$ cat src/rtl/rca_pkg.sv
// Shared types and helpers for the pipelined ripple-carry adder/subtractor.
// Stage sideband flags live here; the width-dependent payload is built in the top.
package rca_pkg;

    typedef struct packed {
        logic valid;
        logic carry;
        logic sign_a;
        logic sign_bb;
        logic ovf;
    } stage_flags_t;

    function automatic int chunk_width(input int w, input int stages);
        return (stages > 0) ? (w / stages) : w;
    endfunction

endpackage

$ cat src/rtl/rca_chunk.sv
// Combinational N-bit ripple-carry adder built from full-adder cells.
module rca_chunk #(
    parameter int N = 4
) (
    input  logic [N-1:0] a,
    input  logic [N-1:0] b,
    input  logic         ci,
    output logic [N-1:0] s,
    output logic         co
);

    logic [N:0] c_s;

    assign c_s[0] = ci;

    for (genvar i = 0; i < N; i++) begin : g_fa
        assign s[i]     = a[i] ^ b[i] ^ c_s[i];
        assign c_s[i+1] = (a[i] & b[i]) | (c_s[i] & (a[i] ^ b[i]));
    end

    assign co = c_s[N];

endmodule

$ cat src/rtl/rca_pipe_addsub.sv
// Pipelined W-bit ripple-carry adder/subtractor: each stage ripples one CHUNK
// and registers its carry; the whole pipe advances on a single valid/ready enable.
module rca_pipe_addsub
    import rca_pkg::*;
#(
    parameter int W      = 8,
    parameter int STAGES = 2
) (
    input  logic         clk,
    input  logic         rst_n,
    input  logic         in_valid,
    output logic         in_ready,
    input  logic [W-1:0] a,
    input  logic [W-1:0] b,
    input  logic         cin,
    input  logic         sub,
    output logic         out_valid,
    input  logic         out_ready,
    output logic [W-1:0] sum,
    output logic         cout,
    output logic         ovf,
    output logic [W:0]   out
);

    localparam int CHUNK  = chunk_width(W, STAGES);
    localparam bit CFG_OK = (STAGES >= 1) && ((W % ((STAGES >= 1) ? STAGES : 1)) == 0);

    if (!CFG_OK) begin : g_bad_cfg
        $error("rca_pipe_addsub: W must be a positive multiple of STAGES");
    end

    typedef struct packed {
        logic [W-1:0] a;
        logic [W-1:0] bb;
        logic [W-1:0] sum;
        stage_flags_t fl;
    } stage_t;

    stage_t entry_s;
    stage_t stage_d [STAGES];
    stage_t stage_q [STAGES];
    logic   adv_s;

    // Beat as seen by stage 0: subtraction becomes a + ~b + 1.
    always_comb begin
        entry_s            = '0;
        entry_s.a          = a;
        entry_s.bb         = sub ? ~b : b;
        entry_s.fl.valid   = in_valid;
        entry_s.fl.carry   = sub ? 1'b1 : cin;
        entry_s.fl.sign_a  = a[W-1];
        entry_s.fl.sign_bb = entry_s.bb[W-1];
    end

    for (genvar k = 0; k < STAGES; k++) begin : g_stage
        stage_t           src_s;
        stage_t           nxt_s;
        logic [CHUNK-1:0] chunk_sum_s;
        logic             chunk_co_s;

        if (k == 0) begin : g_src
            assign src_s = entry_s;
        end else begin : g_src
            assign src_s = stage_q[k-1];
        end

        rca_chunk #(.N(CHUNK)) u_chunk (
            .a  (src_s.a[k*CHUNK +: CHUNK]),
            .b  (src_s.bb[k*CHUNK +: CHUNK]),
            .ci (src_s.fl.carry),
            .s  (chunk_sum_s),
            .co (chunk_co_s)
        );

        // Merge this chunk into the running sum; ovf is only meaningful once the MSB chunk is done.
        always_comb begin
            nxt_s                           = src_s;
            nxt_s.sum[k*CHUNK +: CHUNK]     = chunk_sum_s;
            nxt_s.fl.carry                  = chunk_co_s;
            nxt_s.fl.ovf                    = (src_s.fl.sign_a == src_s.fl.sign_bb) &&
                                              (nxt_s.sum[W-1] != src_s.fl.sign_a);
        end

        assign stage_d[k] = nxt_s;
    end

    // Whole-pipe advance: a stalled output freezes every stage, so bubbles are never collapsed.
    always_comb begin
        adv_s = !stage_q[STAGES-1].fl.valid || out_ready;
    end

    // Stage registers; reset discards every in-flight beat.
    always_ff @(posedge clk or negedge rst_n) begin
        if (!rst_n) begin
            for (int i = 0; i < STAGES; i++) begin
                stage_q[i] <= '0;
            end
        end else if (adv_s) begin
            for (int i = 0; i < STAGES; i++) begin
                stage_q[i] <= stage_d[i];
            end
        end else begin
            for (int i = 0; i < STAGES; i++) begin
                stage_q[i] <= stage_q[i];
            end
        end
    end

    assign in_ready  = adv_s;
    assign out_valid = stage_q[STAGES-1].fl.valid;
    assign sum       = stage_q[STAGES-1].sum;
    assign cout      = stage_q[STAGES-1].fl.carry;
    assign ovf       = stage_q[STAGES-1].fl.ovf;
    assign out       = {stage_q[STAGES-1].fl.carry, stage_q[STAGES-1].sum};

endmodule

$ cat config.mk
export PLATFORM = sky130hd
export DESIGN_NAME = rca_pipe_addsub
export DESIGN_NICKNAME = d
export VERILOG_FILES = /design/src/rtl/rca_pkg.sv /design/src/rtl/rca_chunk.sv /design/src/rtl/rca_pipe_addsub.sv
export SDC_FILE = /design/constraint.sdc
export NUM_CORES = 1
export LEC_CHECK = 0
export CORE_ASPECT_RATIO = 1.75
export CORE_MARGIN = 2
export CORE_UTILIZATION = 45
export CTS_CLUSTER_DIAMETER = 40
export DETAILED_ROUTE_END_ITERATION = 10
export PLACE_DENSITY = 0.77
export SYNTH_ARGS = -nofsm -noshare
export SYNTH_HDL_FRONTEND = slang
export SYNTH_HIERARCHICAL = 1
export SYNTH_SLANG_ARGS = --single-unit
$ cat constraint.sdc
create_clock -name clk -period 3.8 [get_ports clk]
set_clock_uncertainty 0.2 [all_clocks]
set_input_delay 0.76 -clock clk [delete_from_list [all_inputs] [get_ports clk]]
set_output_delay 0.76 -clock clk [all_outputs]
set_load 0.01 [all_outputs]
**Sequential cells grouped by signal name**

Bar = 10 um. Other sequential cells in the stronger gray, the rest of the logic in the fainter gray.
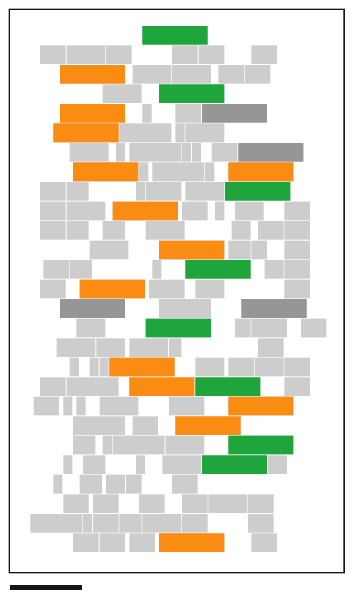
| name in the netlist | color | sequential cells |
|---|---|---|
| `g_stage.nxt_s` | orange | 13 |
| `sum` | green | 8 |
post-layout util: 60.03%
sequential cell area share: 33.90%

**Routing congestion**

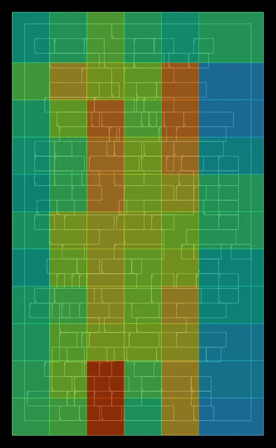
GRT met1 Usage: 19.17%
grt peak-use layer: met2
GR Layer Usage met2: 22.92%
Avg WL per Cell: 12.75 um

**Cell classes on the final placement**

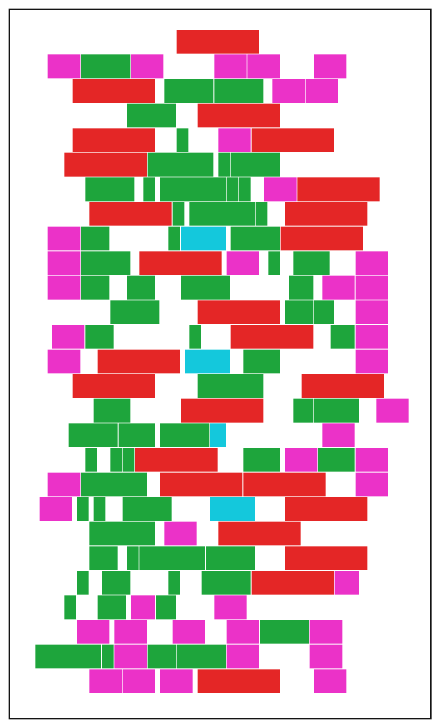
| class | color | cells | share of their area |
|---|---|---|---|
| flip-flops | red | 25 | 35% |
| all other logic | green | 66 | 38% |
| other buffers and delay cells | magenta | 44 | 24% |
| clock drivers and dummy loads | cyan | 4 | 2.6% |

==> impl_metrics.csv <==
group,metric,value,unit
min_path,hold_path_end,"out_valid$_DFFE_PN0P_",
synth,yosysCellCount,104,
synth,netlist_area,1420,sq um
global_routing,grt_pass1_wl,3.808,mm
critical_path,critPathBufInv,5,
placement,pre_cts_ws,323.3,ps
clocking,cts_max_path_buffers,2,
clocking,root_buffer,"clkbuf_8",
global_routing,grt_pass1_vias,809,
critical_path,r2r_slack,840,ps
sta,period_needed,3203,ps
synth,synthDistinctLibCells,17,
floorplan,io_pins,43,
critical_path,arrival,3210,ps
floorplan,die_x,46.47,um
sta,fin_setup_tns,0,ps
sta,max_slew_margin,26.79,%
critical_path,crit_fanout,3,
min_path,hold_path_depth,1,
detailed_routing,drc,0,
synth,synth_top_cell_by_area,"dfrtp_1",
floorplan,rows,27,
cells_and_area,lay_top_cells,"clkdlybuf4s50_1 (42), dfrtp_1 (25), inv_1 (20)",
run_status,outcome,"finished, final reports clean",
clocking,cts_resized,0,
power,swShare,29.56,%
global_routing,grt_max_degree,26,
detailed_routing,routed_wl,2.321,mm
critical_path,end_kind,"flip-flop",
clocking,htreeDepth,1,
critical_path,slowest_stage,"clkdlybuf4s50_1",
placement,gp_congestion,0.7122,
power,p_int,715.2,uW
min_path,worst_hold_startpoint,"g_stage[1].nxt_s[4]$_DFFE_PN0P_",
synth,numSynthFlops,25,
detailed_routing,drtIter0Drc,6,
floorplan,core_area,3074,sq um
cells_and_area,nNetsFinal,170,
cells_and_area,final_common_cell,"clkdlybuf4s50_1",
power,p_leak,0.0008825,uW
-- final cells by class --
type | count | area [sq um] | area share [%]
flip-flops and latches | 25 | 625.6 | 33.90
inverters | 20 | 75.07 | 4.068
multi-input cells | 46 | 609.3 | 33.02
clock inverters | 1 | 5.005 | 0.2712
clock buffers | 3 | 41.29 | 2.237
repair buffers | 44 | 435.4 | 23.59
well taps | 43 | 53.80 | 2.915
-- how the worst max path moves through the flow --
| stage | end | slack (ps) | cells after the start | startpoint |
|---|---|---|---|---|
| 6_report | g_stage[1].nxt_s[8]$_DFFE_PN0P_ | 600 | 11 | sub |
| 5_1_grt | g_stage[1].nxt_s[8]$_DFFE_PN0P_ | 420 | 11 | sub |
| 4_1_cts | g_stage[1].nxt_s[8]$_DFFE_PN0P_ | 600 | 11 | sub |
| 3_5_place_dp | g_stage[1].nxt_s[8]$_DFFE_PN0P_ | 320 | 11 | sub |
| 3_3_place_gp | g_stage[1].nxt_s[8]$_DFFE_PN0P_ | 400 | 11 | sub |
| 2_1_floorplan | g_stage[1].nxt_s[8]$_DFFE_PN0P_ | 710 | 11 | sub |
-- routing by layer --
layer | part of all wire, % | wire (um)
met1 | 42 | 971
met2 | 54 | 1257
met3 | 2.9 | 67
met4 | 1.1 | 25
met5 | 0 | 0
-- power by group through the flow --
stage | clock network [uW] | registers [uW] | logic [uW]
after detailed placement | 0 | 411 | 463
after global placement | 0 | 404 | 453
after global routing | 172 | 415 | 498
final | 153 | 404 | 458
after floorplan | 0 | 419 | 267
after CTS | 161 | 406 | 465
-- per-stage QoR --
stage | area (sq um) | total power [uW]
after CTS | 1846 | 1032
after floorplan | 1420 | 686.7
final | 1846 | 1015
after detailed placement | 1799 | 874.6
after global placement | 1799 | 856.5
after global routing | 1846 | 1084
-- state kept, by name (all words and copies together), names as in the netlist --
register and flops:
cout 1, g_stage.nxt_s 13, g_stage.src_s 1, out_valid 1, ovf 1, sum 8
-- cells in the mapped netlist --
cell type	count
buf_4	9
xor2_1	8
or2_2	1
inv_1	20
buf_6	2
fa_1	8
buf_2	1
buf_8	1
or3b_2	1
a31oi_1	1
mux2_2	6
dfrtp_1	25
nor3b_1	1
nand2b_1	1
nand2b_4	1
nand3b_1	1
mux2_4	17
-- cell families (layout without fill, tap and decap cells) --
family                     after synthesis  after routing  synth area share [%]
DFF                                     25             25                 44.05
AOI/OAI and AO/OA                        1              1                0.4408
and+or+nand+nor                          6              6                 3.525
buffers and inverters                   33             68                 13.04
muxes                                   23             23                 22.73
adders and majority gates                8              8                 11.28
xor gates and xnor gates                 8              8                 4.934
Power figures rest on the tool's default switching activity, not on a simulated workload.
